[config.mk]
export PLATFORM = sky130hd
export DESIGN_NAME = datapath_rf_pipe
export DESIGN_NICKNAME = d
export VERILOG_FILES = /design/src/rtl/sap_pkg.sv /design/src/rtl/datapath_alu.sv /design/src/rtl/datapath_rf_pipe.sv
export SDC_FILE = /design/constraint.sdc
export NUM_CORES = 1
export LEC_CHECK = 0
export CORE_UTILIZATION = 62
export DETAILED_ROUTE_END_ITERATION = 6
export PLACE_DENSITY = 0.93
export SLEW_MARGIN = 10
export SYNTH_ARGS = -nofsm -noshare
export SYNTH_HDL_FRONTEND = slang
export SYNTH_SLANG_ARGS = --single-unit
[constraint.sdc]
create_clock -name clk -period 11.7 [get_ports clk]
set_clock_uncertainty 0.05 [all_clocks]
set_input_delay 2.34 -clock clk [delete_from_list [all_inputs] [get_ports clk]]
set_output_delay 2.34 -clock clk [all_outputs]
set_load 0.1 [all_outputs]
[src/rtl/sap_pkg.sv]
// Shared types for the SAP register-file datapath.
//   alu_op_e      : 4-bit ALU operation code
//   flags_t       : packed z/n/c/v flag bundle
//   op_sets_flags : 1 when an op code updates the flags register
package sap_pkg;

    localparam int unsigned OP_W = 4;

    typedef enum logic [OP_W-1:0] {
        ALU_PASS = 4'd0,
        ALU_ADD  = 4'd1,
        ALU_SUB  = 4'd2,
        ALU_AND  = 4'd3,
        ALU_OR   = 4'd4,
        ALU_XOR  = 4'd5,
        ALU_ADC  = 4'd6,
        ALU_SBC  = 4'd7,
        ALU_SHL  = 4'd8,
        ALU_SHR  = 4'd9,
        ALU_OUT  = 4'd10
    } alu_op_e;

    typedef struct packed {
        logic z;
        logic n;
        logic c;
        logic v;
    } flags_t;

    // PASS, OUT and unknown codes leave the flags untouched
    function automatic logic op_sets_flags(input logic [OP_W-1:0] op);
        case (op)
            ALU_ADD, ALU_SUB, ALU_AND, ALU_OR, ALU_XOR,
            ALU_ADC, ALU_SBC, ALU_SHL, ALU_SHR: op_sets_flags = 1'b1;
            default:                            op_sets_flags = 1'b0;
        endcase
    endfunction

endpackage

[src/rtl/datapath_alu.sv]
// Combinational ALU for the SAP datapath.
//   a, b  : operands (N bits)      cin : carry/borrow in for ADC/SBC
//   op    : alu_op_e code          y   : result
//   z,n,c,v : flags derived from this operation
module datapath_alu
    import sap_pkg::*;
#(
    parameter int unsigned N = 8
) (
    input  logic [N-1:0]    a,
    input  logic [N-1:0]    b,
    input  logic            cin,
    input  logic [OP_W-1:0] op,
    output logic [N-1:0]    y,
    output logic            z,
    output logic            n,
    output logic            c,
    output logic            v
);

    localparam int unsigned W = N + 1;

    logic [W-1:0] wide;
    logic         cin_eff;

    // Arithmetic in N+1 bits: bit N is carry for adds, borrow for subtracts
    always_comb begin
        wide    = '0;
        y       = a;
        c       = 1'b0;
        v       = 1'b0;
        cin_eff = ((op == ALU_ADC) || (op == ALU_SBC)) ? cin : 1'b0;
        case (op)
            ALU_ADD, ALU_ADC: begin
                wide = W'(a) + W'(b) + W'(cin_eff);
                y    = wide[N-1:0];
                c    = wide[N];
                v    = (a[N-1] == b[N-1]) && (y[N-1] != a[N-1]);
            end
            ALU_SUB, ALU_SBC: begin
                wide = W'(a) - W'(b) - W'(cin_eff);
                y    = wide[N-1:0];
                c    = wide[N];
                v    = (a[N-1] != b[N-1]) && (y[N-1] != a[N-1]);
            end
            ALU_AND: y = a & b;
            ALU_OR:  y = a | b;
            ALU_XOR: y = a ^ b;
            ALU_SHL: begin
                y = {a[N-2:0], 1'b0};
                c = a[N-1];
            end
            ALU_SHR: begin
                y = {1'b0, a[N-1:1]};
                c = a[0];
            end
            default: y = a;
        endcase
        z = (y == '0);
        n = y[N-1];
    end

endmodule

[src/rtl/datapath_rf_pipe.sv]
// SAP datapath: NREGS x N register file, valid/ready command port, one-stage
// execute register with write-back forwarding and a sticky flags register.
//   clk, reset_n                 : clock, async active-low reset
//   cmd_valid/cmd_ready          : command handshake
//   cmd_op/ra/rb/rd/imm/bus/we   : command fields; imm_data, bus_in operands
//   res_valid/res_ready/res_data : result handshake and registered result
//   out_reg                      : last result of an ALU_OUT command
//   z,n,c,v                      : flags as of the most recently accepted command
module datapath_rf_pipe
    import sap_pkg::*;
#(
    parameter  int unsigned N     = 8,
    parameter  int unsigned NREGS = 4,
    localparam int unsigned AW    = $clog2(NREGS)
) (
    input  logic            clk,
    input  logic            reset_n,
    input  logic            cmd_valid,
    output logic            cmd_ready,
    input  logic [OP_W-1:0] cmd_op,
    input  logic [AW-1:0]   cmd_ra,
    input  logic [AW-1:0]   cmd_rb,
    input  logic [AW-1:0]   cmd_rd,
    input  logic            cmd_imm,
    input  logic            cmd_bus,
    input  logic            cmd_we,
    input  logic [N-1:0]    imm_data,
    input  logic [N-1:0]    bus_in,
    output logic            res_valid,
    input  logic            res_ready,
    output logic [N-1:0]    res_data,
    output logic [N-1:0]    out_reg,
    output logic            z,
    output logic            n,
    output logic            c,
    output logic            v
);

    logic [N-1:0]  rf_q [NREGS];
    logic [N-1:0]  rf_d [NREGS];
    logic          ex_valid_q, ex_valid_d;
    logic [N-1:0]  ex_data_q,  ex_data_d;
    logic          ex_we_q,    ex_we_d;
    logic [AW-1:0] ex_rd_q,    ex_rd_d;
    logic          ex_out_q,   ex_out_d;
    flags_t        ex_flags_q, ex_flags_d;
    logic [N-1:0]  out_reg_q,  out_reg_d;

    logic          retire;
    logic          accept;
    logic [N-1:0]  opa;
    logic [N-1:0]  opb_reg;
    logic [N-1:0]  opb;
    logic [N-1:0]  alu_y;
    logic          alu_z, alu_n, alu_c, alu_v;
    flags_t        alu_flags;

    // Ready depends only on registered state and the consumer, never on cmd_valid
    assign cmd_ready = !ex_valid_q || res_ready;
    assign retire    = ex_valid_q && res_ready;
    assign accept    = cmd_valid && cmd_ready;

    // A retiring entry overrides the stale RF read of its destination
    always_comb begin
        opa     = rf_q[cmd_ra];
        opb_reg = rf_q[cmd_rb];
        if (retire && ex_we_q && (ex_rd_q == cmd_ra)) opa     = ex_data_q;
        if (retire && ex_we_q && (ex_rd_q == cmd_rb)) opb_reg = ex_data_q;
        opb = cmd_imm ? imm_data : opb_reg;
    end

    // ex_flags_q always holds the newest flag state, so carry needs no extra forward path
    datapath_alu #(.N(N)) u_alu (
        .a   (opa),
        .b   (opb),
        .cin (ex_flags_q.c),
        .op  (cmd_op),
        .y   (alu_y),
        .z   (alu_z),
        .n   (alu_n),
        .c   (alu_c),
        .v   (alu_v)
    );

    assign alu_flags = '{z: alu_z, n: alu_n, c: alu_c, v: alu_v};

    // Write-back on retire, capture of the new entry on accept
    always_comb begin
        rf_d       = rf_q;
        ex_valid_d = ex_valid_q;
        ex_data_d  = ex_data_q;
        ex_we_d    = ex_we_q;
        ex_rd_d    = ex_rd_q;
        ex_out_d   = ex_out_q;
        ex_flags_d = ex_flags_q;
        out_reg_d  = out_reg_q;
        if (retire) begin
            ex_valid_d = 1'b0;
            if (ex_we_q)  rf_d[ex_rd_q] = ex_data_q;
            if (ex_out_q) out_reg_d     = ex_data_q;
        end
        if (accept) begin
            ex_valid_d = 1'b1;
            ex_data_d  = cmd_bus ? bus_in : alu_y;
            ex_we_d    = cmd_we;
            ex_rd_d    = cmd_rd;
            ex_out_d   = (cmd_op == ALU_OUT);
            if (!cmd_bus && op_sets_flags(cmd_op)) ex_flags_d = alu_flags;
        end
    end

    always_ff @(posedge clk or negedge reset_n) begin
        if (!reset_n) begin
            rf_q       <= '{default: '0};
            ex_valid_q <= 1'b0;
            ex_data_q  <= '0;
            ex_we_q    <= 1'b0;
            ex_rd_q    <= '0;
            ex_out_q   <= 1'b0;
            ex_flags_q <= '0;
            out_reg_q  <= '0;
        end else begin
            rf_q       <= rf_d;
            ex_valid_q <= ex_valid_d;
            ex_data_q  <= ex_data_d;
            ex_we_q    <= ex_we_d;
            ex_rd_q    <= ex_rd_d;
            ex_out_q   <= ex_out_d;
            ex_flags_q <= ex_flags_d;
            out_reg_q  <= out_reg_d;
        end
    end

    assign res_valid = ex_valid_q;
    assign res_data  = ex_data_q;
    assign out_reg   = out_reg_q;
    assign z         = ex_flags_q.z;
    assign n         = ex_flags_q.n;
    assign c         = ex_flags_q.c;
    assign v         = ex_flags_q.v;

endmodule

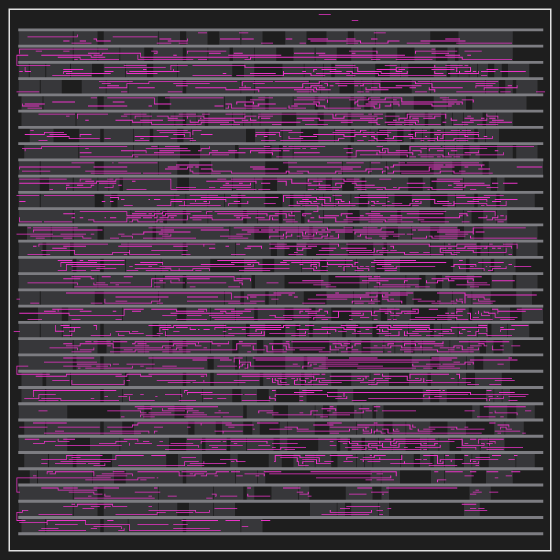
*The metal 1 layer*
Supply wires on this layer in grey. Cells faint in the background.
wire length on this layer: 5680 µm
longest straight run: 35.4 µm
main direction: horizontal
nets with wire on the layer: 552

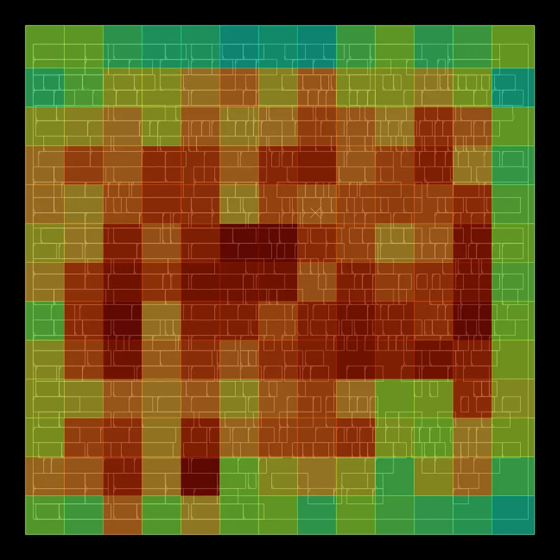
*Congestion heat map*
routing usage on met1: 47.0%
met3 Use GR: 8.08%
grt peak-use layer: met2
final core utilization: 75.9%

==> COMMIT_EDITMSG <==
Refresh implementation metrics

* Synth mux share: a little over a fifth
- Portion of total power attributed to sequential cells: 23.5%
- In this run the critical register-to-register path is launched from res_valid$_DFFE_PN0P_.
- The internal portion of the total power is around 760 µW.
- The share of total power dissipated in combinational logic is between 60% and 70%.
- Dividing total power by cell area gives a power density of roughly 270 nW/µm².
* Clk root buf: sky130_fd_sc_hd__clkbuf_8
- Source-to-sink clock delay at the later pin of the worst-skew pair: 370 ps
- Final slew viol count: 0
- Compared with the post-synthesis result, the final layout area differs by 16.2%.
* Proportion of synthesized chip area in sequential cells: about 30%
* Die height: around 90 µm
- TritonCTS built the clock tree.
- For this run the detailed placement stage logged an HPWL of about 10000 µm.
- The most critical setup path has its endpoint at res_data[5]$_DFFE_PN0P_.
- In the final timing run, aggregate negative setup slack is 0 ps.
- Per the OpenROAD power report, switching power amounts to 760 µW.
- Hold Crit Endpoint: n$_DFFE_PN0P_
- The worst setup path is captured at a flop.
- Worst slack, placed: 4590 ps
- The routed layout reports a DRC error count of 1.
- Failing checks: design-rule violations
- Crit path top cell by count: sky130_fd_sc_hd__ha_1
- Max cap viols: 0
- Via count of the first global-routing pass: ~4.3k
- After clock tree synthesis, the clock-pin slew on the worst setup and hold paths is ~90 ps.
* Ranking of synthesized cells by instance count: 57 x sky130_fd_sc_hd__dfrtp_1, 46 x sky130_fd_sc_hd__mux2_2, 43 x sky130_fd_sc_hd__nand2_1, 31 x sky130_fd_sc_hd__inv_1, 28 x sky130_fd_sc_hd__ha_1
- The number of antenna violations at the first check in global routing came to 0.
- The synthesized design spends more area on one cell type than any other, namely sky130_fd_sc_hd__dfrtp_1.
- Crit path required time: between 10000 and 15000 ps
- Main area contributors: sky130_fd_sc_hd__dfrtp_1 29%, sky130_fd_sc_hd__mux2_2 11%, sky130_fd_sc_hd__ha_1 7.2%, sky130_fd_sc_hd__mux4_2 4.2%, sky130_fd_sc_hd__mux4_1 3.8%
* Run status: complete, but fails checks
- Looking at the reg2reg group, the worst path ends at res_data[5]$_DFFE_PN0P_.
- The final layout contains routed wiring with a total length of 15000 µm.
- Max transition margin: between 30% and 40%
- Std cell rows: 31
- Per the placement log, port buffering inserted 54 buffers.
- Hold buffer count at cts: 0
* Area post-placement: roughly 5400 µm²
- TritonCTS created 9 clock buffers.
- Post-synthesis xor/xnor area fraction: 2.66%
* Nature of the critical path startpoint: input pin
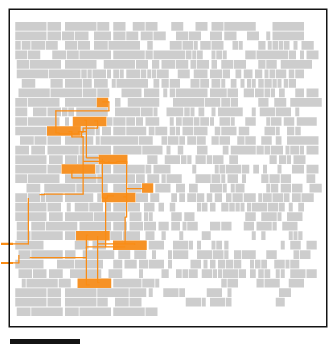
*Nets reached from selected ports*
The bar under the picture is 20 µm long.
legend:
  orange:
    port: cmd_rb
    bits: 2
    direction: input
    edge: left
    end_cells: 10
    buffers: 2
    wire: 270 µm

==> cell type report <==
| cell class | count | area share (%) |
|---|---|---|
| multi-input cells | 374 | 55.9 |
| flip-flops and latches | 57 | 25.4 |
| repair buffers | 60 | 10.3 |
| clock buffers | 9 | 2.20 |
| inverters | 33 | 2.20 |
| well taps | 99 | 2.20 |
| clock inverters | 7 | 1.82 |
==> power by group through the flow <==
stage	combinational (µW)	clock, µW	sequential [µW]
6_report	945	218	357
5_1_grt	1000	227	361
4_1_cts	929	218	351
3_5_place_dp	919	0	348
3_3_place_gp	895	0	338
2_1_floorplan	567	0	470
==> critical path, delay by kind of cell <==
kind	cells	cell delay, ps
mux	2	460
xor+xnor	1	260
fa+ha+maj	2	830
simple gates	2	1090
buf+inv	1	850
compound gates	7	1260
==> cells in the final DEF, fill, tap and decap left out, types with 3 or more instances in the layout <==
master / netlist / routed
sky130_fd_sc_hd__a211o_1: 3 / 3
sky130_fd_sc_hd__a211oi_1: 4 / 4
sky130_fd_sc_hd__a21o_1: 4 / 4
sky130_fd_sc_hd__a21oi_1: 25 / 25
sky130_fd_sc_hd__a221oi_1: 8 / 8
sky130_fd_sc_hd__a31oi_1: 4 / 4
sky130_fd_sc_hd__a32oi_1: 7 / 7
sky130_fd_sc_hd__and2_1: 3 / 3
sky130_fd_sc_hd__buf_4: 1 / 6
sky130_fd_sc_hd__clkbuf_8: 1 / 9
sky130_fd_sc_hd__clkdlybuf4s50_1: 0 / 53
sky130_fd_sc_hd__clkinv_4: 0 / 3
sky130_fd_sc_hd__dfrtp_1: 57 / 57
sky130_fd_sc_hd__ha_1: 28 / 28
sky130_fd_sc_hd__inv_1: 31 / 31
sky130_fd_sc_hd__mux2_2: 46 / 46
sky130_fd_sc_hd__mux2i_1: 16 / 16
sky130_fd_sc_hd__mux4_1: 7 / 7
sky130_fd_sc_hd__mux4_2: 9 / 9
sky130_fd_sc_hd__nand2_1: 43 / 43
sky130_fd_sc_hd__nand2b_1: 6 / 6
sky130_fd_sc_hd__nand3_1: 10 / 10
sky130_fd_sc_hd__nand3b_1: 3 / 3
sky130_fd_sc_hd__nor2_1: 23 / 23
sky130_fd_sc_hd__nor2b_1: 5 / 5
sky130_fd_sc_hd__nor3_1: 8 / 8
sky130_fd_sc_hd__nor4_1: 3 / 3
sky130_fd_sc_hd__o21a_1: 7 / 7
sky130_fd_sc_hd__o21ai_0: 26 / 26
sky130_fd_sc_hd__o221ai_1: 3 / 3
sky130_fd_sc_hd__o31a_1: 3 / 3
sky130_fd_sc_hd__o31a_2: 3 / 3
sky130_fd_sc_hd__or2_2: 3 / 3
sky130_fd_sc_hd__or3_1: 4 / 4
sky130_fd_sc_hd__xnor2_1: 8 / 8
sky130_fd_sc_hd__xor2_1: 3 / 3
==> routing by layer <==
layer | wire length [µm] | part of all wire [%]
met1 | 5680 | 38
met3 | 1420 | 9.5
met5 | 0 | 0
met4 | 678 | 4.5
met2 | 7190 | 48
No activity file was given, so power comes from the tool's default toggle rates.
